--- src/rtl/rf_port_scheduler.sv ---
// rtl/rf_port_scheduler.sv - two-client arbitration front-end for a 2R/1W register file (optional RF_READ_MERGE_EN)
module rf_port_scheduler #(
    parameter int DATA_WIDTH = 32,
    parameter int ADDR_WIDTH = 5,
    parameter int CNT_WIDTH  = 16
) (
    input  logic                  clk,
    input  logic                  resetn,
    input  logic                  a_valid,
    input  logic                  a_we,
    input  logic [ADDR_WIDTH-1:0] a_addr,
    input  logic [DATA_WIDTH-1:0] a_wdata,
    output logic                  a_ready,
    output logic                  a_rvalid,
    output logic [DATA_WIDTH-1:0] a_rdata,
    input  logic                  b_valid,
    input  logic                  b_we,
    input  logic [ADDR_WIDTH-1:0] b_addr,
    input  logic [DATA_WIDTH-1:0] b_wdata,
    output logic                  b_ready,
    output logic                  b_rvalid,
    output logic [DATA_WIDTH-1:0] b_rdata,
    output logic [DATA_WIDTH-1:0] rf_din,
    output logic [ADDR_WIDTH-1:0] rf_wad1,
    output logic [ADDR_WIDTH-1:0] rf_rad1,
    output logic [ADDR_WIDTH-1:0] rf_rad2,
    output logic                  rf_wen1,
    output logic                  rf_ren1,
    output logic                  rf_ren2,
    input  logic [DATA_WIDTH-1:0] rf_dout1,
    input  logic [DATA_WIDTH-1:0] rf_dout2,
    input  logic                  rf_collision,
    output logic                  err,
    output logic [CNT_WIDTH-1:0]  stall_cnt
);

    localparam logic PTR_A = 1'b0;
    localparam logic PTR_B = 1'b1;

    logic                 rr_ptr_q, rr_ptr_d;
    logic                 a_rd_q, b_rd_q, b_mrg_q;
    logic                 err_q, err_d;
    logic [CNT_WIDTH-1:0] stall_cnt_q, stall_cnt_d;

    logic same_addr, rr_conflict, conflict;
    logic a_grant, b_grant, merge_hit, stall;

    always_comb begin
        same_addr = (a_addr == b_addr);
`ifdef RF_READ_MERGE_EN
        rr_conflict = 1'b0;
`else
        rr_conflict = !a_we && !b_we && same_addr;
`endif
        conflict = a_valid && b_valid &&
                   ((a_we && b_we) || ((a_we != b_we) && same_addr) || rr_conflict);
        a_grant = resetn && a_valid && (!conflict || rr_ptr_q == PTR_A);
        b_grant = resetn && b_valid && (!conflict || rr_ptr_q == PTR_B);
`ifdef RF_READ_MERGE_EN
        // Same-address reads share read port 1; B's data is steered from dout1.
        merge_hit = a_grant && b_grant && !a_we && !b_we && same_addr;
`else
        merge_hit = 1'b0;
`endif
        stall = (a_valid && !a_grant) || (b_valid && !b_grant);
    end

    always_comb begin
        rf_wen1 = 1'b0;
        rf_wad1 = '0;
        rf_din  = '0;
        if (a_grant && a_we) begin
            rf_wen1 = 1'b1;
            rf_wad1 = a_addr;
            rf_din  = a_wdata;
        end else if (b_grant && b_we) begin
            rf_wen1 = 1'b1;
            rf_wad1 = b_addr;
            rf_din  = b_wdata;
        end
        rf_ren1 = a_grant && !a_we;
        rf_rad1 = rf_ren1 ? a_addr : '0;
        rf_ren2 = b_grant && !b_we && !merge_hit;
        rf_rad2 = rf_ren2 ? b_addr : '0;
    end

    always_comb begin
        rr_ptr_d    = conflict ? ~rr_ptr_q : rr_ptr_q;
        err_d       = err_q || rf_collision;
        stall_cnt_d = stall_cnt_q;
        if (stall && stall_cnt_q != {CNT_WIDTH{1'b1}})
            stall_cnt_d = stall_cnt_q + 1'b1;
    end

    always_ff @(posedge clk) begin
        if (!resetn) begin
            rr_ptr_q    <= PTR_A;
            a_rd_q      <= 1'b0;
            b_rd_q      <= 1'b0;
            b_mrg_q     <= 1'b0;
            err_q       <= 1'b0;
            stall_cnt_q <= '0;
        end else begin
            rr_ptr_q    <= rr_ptr_d;
            a_rd_q      <= a_grant && !a_we;
            b_rd_q      <= b_grant && !b_we;
            b_mrg_q     <= merge_hit;
            err_q       <= err_d;
            stall_cnt_q <= stall_cnt_d;
        end
    end

    assign a_ready   = a_grant;
    assign b_ready   = b_grant;
    assign a_rvalid  = a_rd_q;
    assign b_rvalid  = b_rd_q;
    assign a_rdata   = a_rd_q ? rf_dout1 : '0;
    assign b_rdata   = b_rd_q ? (b_mrg_q ? rf_dout1 : rf_dout2) : '0;
    assign err       = err_q;
    assign stall_cnt = stall_cnt_q;

endmodule

--- config.mk ---
export PLATFORM = sky130hd
export DESIGN_NAME = rf_port_scheduler
export DESIGN_NICKNAME = d
export VERILOG_FILES = /design/src/rtl/rf_port_scheduler.sv
export SDC_FILE = /design/constraint.sdc
export NUM_CORES = 1
export LEC_CHECK = 0
export CAP_MARGIN = 20
export CORE_AREA = 2 2 109 111
export CTS_CLUSTER_SIZE = 30
export DETAILED_ROUTE_END_ITERATION = 8
export DIE_AREA = 0 0 111 113
export PLACE_DENSITY = 0.75
export SETUP_SLACK_MARGIN = 0.2
export SLEW_MARGIN = 10
export SYNTH_ARGS = -nofsm -noshare
export SYNTH_HDL_FRONTEND = slang
export SYNTH_SLANG_ARGS = --single-unit
export TNS_END_PERCENT = 50
--- constraint.sdc ---
create_clock -name clk -period 3.04 [get_ports clk]
set_input_delay 0.608 -clock clk [delete_from_list [all_inputs] [get_ports clk]]
set_output_delay 0.608 -clock clk [all_outputs]
set_load 0.01 [all_outputs]
==> images/met3.png <==
Scale: 2 px per µm.
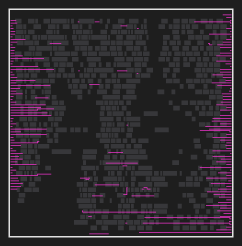
The longest straight run is 46.0 µm. The layer carries 1090 µm of wire. The wires run mostly horizontal.
routed via count: 3805
Post-Route WL: 12.7 mm
grt met3 use: 0.0493

==> images/final_placement.png <==
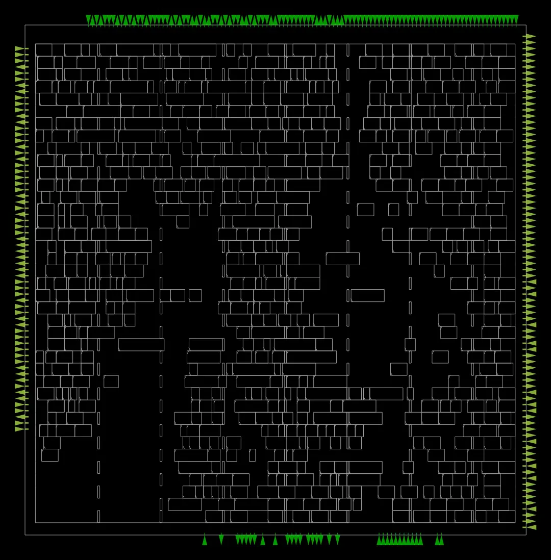
Flops: 20
flop share of the area: 0.0648
Finished Core Util: 0.548

==> images/wire_density.png <==
Scale: 3 px per µm. The die is cut into 22 by 23 equal tiles; white is low, dark blue is high, scaled to the fullest tile. Values are wire area over tile area, all layers added.
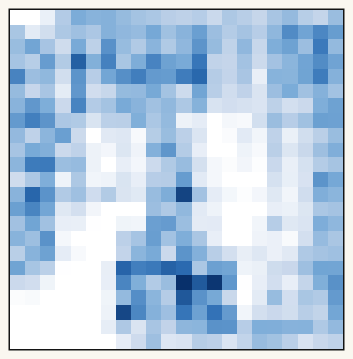
The mean over all tiles is 0.16. 12% of the tiles are nearly empty. The emptiest ninth of the die: bottom left. The densest ninth of the die: bottom middle.
DR WL/cell: 15.8 µm
GR Util All Layers: 0.186

==> flow_metrics.tcl <==
# place-and-route summary
set metrics [dict create \
    status "finished, final reports clean" \
    sw_frac_of_total 0.263 \
    rrSetupSlack_ns 0.91 \
    mux_share 0.153 \
    ys_sh_adder 0.0147 \
    grt_pass1_vias 3795 \
    skew_ns 0.00645 \
    grt_antenna_before_repair 0 \
    cap_viol_max_count 0 \
    hold_path_class "reg -> reg" \
    ios 280 \
    setup_ws_ns 0.00234 \
    final_common_cell "clkdlybuf4s50_1" \
    post_dp_cell_area_um2 5870 \
    r2r-start "stall_cnt[0]" \
    vias_per_cell 4.73 \
    r2r-end "stall_cnt[4]" \
    cts_buffers 3 \
    path_max_fanout 5 \
    intPower_mw 0.888 \
    ys_sh_aoi 0.221 \
    yosys-top-cells-area "and2_1, dfxtp_1, mux2i_1" \
    top_area_cell "and2_1" \
    fin_tns_setup_ns 0 \
    ys_sh_simple 0.324 \
    post_cts_buffers 12 \
    first_pass_iters 4 \
    syn_inst 351 \
    die_area_um2 12500 \
    hold_viol 0 \
    top_area_frac 0.184 \
    ctsHoldBuffers 0 \
    row_count 39 \
    fmax_mhz 329 \
    hp-start "err" \
    area_delta_synth_final_pct 143 \
    n_antenna_cell 0 \
    die_h_um 113 \
    yosys-stat-cells 351 \
    worstSetupPathType "in -> out" \
    rr_worst_depth 5 \
    post-route-drc-count 0 \
    syn_nets 499 \
    max_slew.worst_pin.slew_ns 0.792 \
    drtIter0Drc 158 \
    design_area_um2 6180 \
    cts_tree "yes" \
    finalCritPeriodShare 0.999 \
    power.total_mw 1.21 \
    hold_ws_ns 0.471 \
    ir_drop_uv 201 \
    core_um2 11300 \
    ys_seq_elements 20 \
    xor_share 0.0206 \
    leakage_nw 2.66 \
    grt_overflow_total 0 \
    post_cts_resized 229 \
    grt_max_degree 39 \
    grt_pass1_wl_mm 19.0 \
    drv_slew 0 \
    setup_viol 0 \
    cts_root_buffer "clkbuf_16" \
    yosys_warnings 0 \
    rsz0062_at_grt "true" \
    die_width_um 111 \
    final_nets 810 \
    p_per_area_nw_per_um2 195 \
    p_switching_mw 0.317 \
    p_clk_frac 0.299 \
    postRouteAntennaNets 0 \
    async_flop_share 0 \
    ys_area_um2 2550 \
    ys_seq_share 0.157 \
    path_clk_slew_ns 0.06 \
    gp_congestion 0.890 \
    clockBufferDepth 2 \
    common_cells "and2_1, inv_1, mux2i_1, o211ai_1" \
    postSynthAreaPerCell_um2 7.25 \
    synthTopLogicFamily "simple AND/OR/NAND/NOR gates" \
    cp-start-kind "input pin" \
    final_cell_mix "clkdlybuf4s50_1, and2_1, inv_1" \
    nFillCells 1050 \
    ys_types 41 \
    min_period_ns 3.04 \
    syn_area_um2 2550 \
    fp_util 0.226 \
    edf_count 0 \
]
==> stage by stage <==
stage,std cells,utilization
6_report,804,0.548
5_1_grt,804,0.548
4_1_cts,798,0.542
3_5_place_dp,779,0.521
3_3_place_gp,779,0.521
2_1_floorplan,351,-
==> routing by layer <==
layer	share of wire	routed length, µm	vias up	track usage
li1	-	-	1856	-
met1	0.33	4250	1746	0.180
met2	0.56	7150	190	0.387
met3	0.086	1090	13	0.0493
met4	0.015	190	0	0.0417
met5	0	0	-	0
==> cell type report <==
class / count / area, µm² / area share
clock buffer: 3 / 75.1 / 0.0122
clock inverter: 1 / 30.0 / 0.00486
inverter: 42 / 165 / 0.0267
multi-input combinational: 263 / 2120 / 0.343
sequential: 20 / 400 / 0.0648
tap: 143 / 179 / 0.0290
timing repair buffer: 332 / 3210 / 0.519
==> state kept, by name (all words and copies together), names as in the netlist <==
name       cells
rr_ptr_q       1
stall_cnt     16
b_rvalid       1
a_rvalid       1
err            1
==> worst min-delay path by stage <==
stage               end  cells after the start
floorplan           err                      2
global placement    err                      2
detailed placement  err                      2
CTS                 err                      2
global route        err                      2
finish              err                      2
==> power by group through the flow <==
stage / clock (mW) / combinational, mW / sequential [mW]
final: 0.361 / 0.570 / 0.275
after global placement: 0 / 0.539 / 0.280
after detailed placement: 0 / 0.545 / 0.281
after floorplan: 0 / 0.188 / 0.275
after CTS: 0.367 / 0.562 / 0.275
after global routing: 0.384 / 0.608 / 0.276
==> critical path, stage by stage <==
cell and delay (ns):
clkdlybuf4s15_2 0.21, xor2_2 0.16, or2_4 0.27, o21ai_4 0.14, buf_4 0.16, a311oi_2 0.11
buf_4 0.18, buf_4 0.14, and2_1 0.15, dlygate4sd2_1 0.29
Power is estimated from default activity; no workload was simulated.
